==> config.mk <==
export PLATFORM = sky130hd
export DESIGN_NAME = instr_fetch_unit
export DESIGN_NICKNAME = d
export VERILOG_FILES = /design/src/rtl/fetch_pkg.sv /design/src/rtl/imem_ram.sv /design/src/rtl/instr_fetch_unit.sv
export SDC_FILE = /design/constraint.sdc
export NUM_CORES = 2
export LEC_CHECK = 0
export ABC_CLOCK_PERIOD_IN_PS = 6180
export CAP_MARGIN = 20
export CORE_MARGIN = 2
export CORE_UTILIZATION = 55
export CTS_CLUSTER_DIAMETER = 150
export DETAILED_ROUTE_END_ITERATION = 7
export PLACE_DENSITY_LB_ADDON = 0.1
export SYNTH_ARGS = -nofsm -noshare
export SYNTH_HDL_FRONTEND = slang
export SYNTH_SLANG_ARGS = --single-unit
==> constraint.sdc <==
create_clock -name CLOCK_50 -period 6.18 [get_ports CLOCK_50]
set_clock_uncertainty 0.1 [all_clocks]
set_input_delay 0.927 -clock CLOCK_50 [delete_from_list [all_inputs] [get_ports CLOCK_50]]
set_output_delay 0.927 -clock CLOCK_50 [all_outputs]
set_load 0.05 [all_outputs]
Metal layers overlaid:
Scale: 1 px per um.
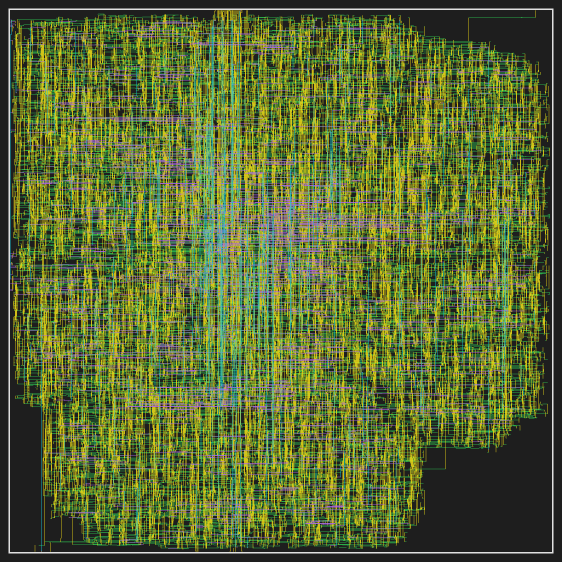
cyan -> met4  # wire length 19600 um
green -> met1  # wire length 179 mm
yellow -> met2  # wire length 206 mm
purple -> met3  # wire length 38.1 mm
total via count in the routed design: 86500
average wire per cell in the routed design: 32.8 um
total track usage: 29.6%

The clock network:
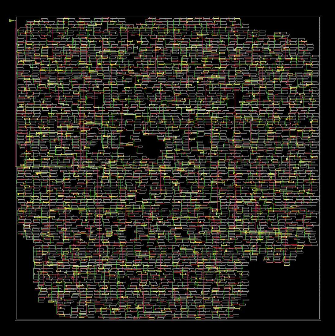
flip-flops: 4154
clock insertion delay at the later pin of the skew report: 0.97 ns

Clock wires, drivers and flops:
Scale: 1 px per um.
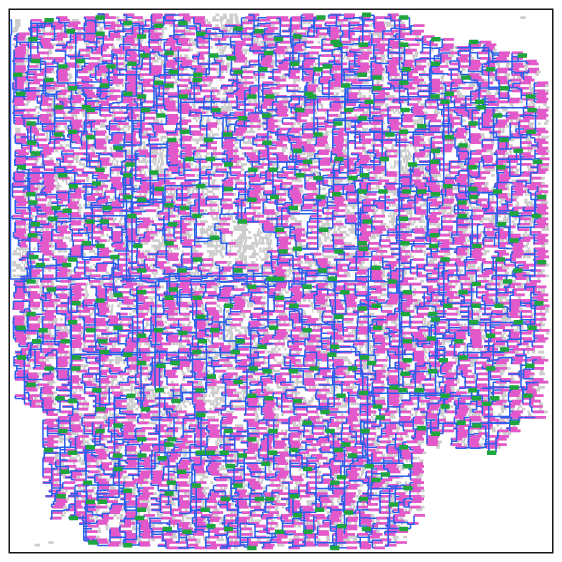
magenta -> flip-flops  # count 4154
blue -> clock wires  # length 44.2 mm
green -> cells driving clock nets  # count 414
flops lie = all over the die
routed clock nets = 415
Clk pwr share: 40.4%
power dissipated in the clock network: 0.0247 W

The metal 3 layer:
Scale: 1 px per um.
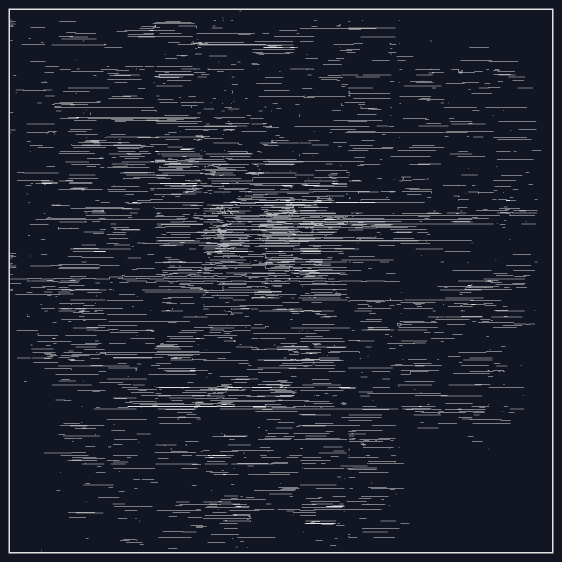
share of all routed wire = 8.6%
longest straight run = 276 um
main direction = horizontal
nets with wire on the layer = 950
total wirelength of the detailed-routed design: 442000 um
met3 layer usage reported by global route: 4.63%

==> notes.md <==
Physical design

The flow ran to the end, and the final reports show no timing, DRC or antenna violations. The worst hold path cell count stands at 1. The final period utilization stands at 90.7%. The effective utilization at floorplan stands at 55.3%. The fraction of the yosys area taken by sequential cells stands at 78.1%.

TritonCTS built the clock tree. The timing report attributes the biggest portion of critical-path delay to AND-OR/OR-AND gates. Checking hold timing, the worst path is listed with class in -> reg. On the critical path, the stage with the largest delay is an instance of sky130_fd_sc_hd__o41ai_1. The initial antenna violation count is 23.

STA classifies the critical path endpoint as a flip-flop. The synthesis log from Yosys contains 0 warnings. Per the TritonCTS log, the buffer count is 414. Per the CTS log, the root buffer master is sky130_fd_sc_hd__clkbuf_16. The detail route stage leaves a number of antenna-violating nets equal to 0. Among the non-sequential cells, multiplexers take the most area. The worst register-to-register path depth is 12.

The via density per instance stands at about 6.4. The mapped cell area stands at around 0.16 mm2. The top fanout value on the critical path stands at 63. After floorplanning, the core was sized to cover 0.288 mm2. The number of gates on the worst path with buffers counted stands at 13.

The cts-stage hold buffer count stands at 0. The total nets after synthesis stands at 8706. Per the synthesis report, the dominant area consumer among library cells is sky130_fd_sc_hd__edfxtp_1. The detailed-router iteration count before antenna repair stands at 6. The post-synthesis share of cell area spent on and-or and or-and gates stands at 5.41%.

The number of enable-type register cells in the synthesized netlist stands at 4112. For reference, the top cells by area after synthesis are sky130_fd_sc_hd__edfxtp_1, sky130_fd_sc_hd__mux2i_1, sky130_fd_sc_hd__o22ai_1. The wire length of the first global-routing pass stands at 620000 um. The power density relative to cell area stands at 335 mW/mm2. The total congestion overflow stands at 0. For this design the top-level I/O count stands at between 60 and 70. The cell-mix breakdown from Yosys lists the adder-cell area share as 0.00786%.

The area of the die stands at 0.294 mm2. The count of buffers inserted at the top-level ports stands at 63. On the final layout, the worst hold slack is 0.269 ns.
==> logic make-up after synthesis <==
kind of cell / count (synthesis)
XOR/XNOR: 2
AND-OR/OR-AND: 1324
adder cells (fa/ha/maj): 1
multiplexers: 1973
buffers and inverters: 537
AND/OR/NAND/NOR: 670
flip-flops: 4154
==> power by group <==
group          internal, W  switching (W)  leakage [nW]
combinational      0.00189        0.00349          22.7
sequential          0.0310      0.0000513          37.3
clock               0.0141         0.0106          6.48
total               0.0471         0.0141          66.5
==> per-stage QoR <==
step	instance area, um2	std cells	util [%]
CTS	182000	13500	63.4
floorplan	159000	8661	-
global route	183000	13500	63.4
detailed placement	169000	12700	58.8
global placement	169000	12700	58.7
finish	183000	13500	63.4
==> layer usage <==
metal	vias to the layer above	global-route usage, %	wire length [um]
li1	36700	-	-
met1	44800	42.1	179000
met2	4239	46.0	206000
met3	786	4.63	38100
met4	0	12.2	19600
met5	-	0	0
==> synthesized netlist by cell type, drive strengths merged, types with 7 or more instances <==
library cell and n:
nand2b 10, a22oi 10, or4 7, nor3 9, o21ai 30, nand2 190
nor4 110, dfxtp 42, mux2i 1911, o41ai 129, nand4 18, a31oi 11
a41oi 27, buf 357, o22ai 1001, clkbuf 174, nand3 19, nor2 291
a21oi 86, edfxtp 4112, mux4 60
==> area by class of cell <==
type,instances,area (um2)
inverters,6,22.5
well taps,3781,4730
clock buffers,500,10700
repair buffers,795,7540
multi-input cells,3970,32600
diodes,12,30.0
flip-flops and latches,4154,124000
clock inverters,253,2540
fillers,20000,105000
No activity file was given, so power comes from the tool's default toggle rates.
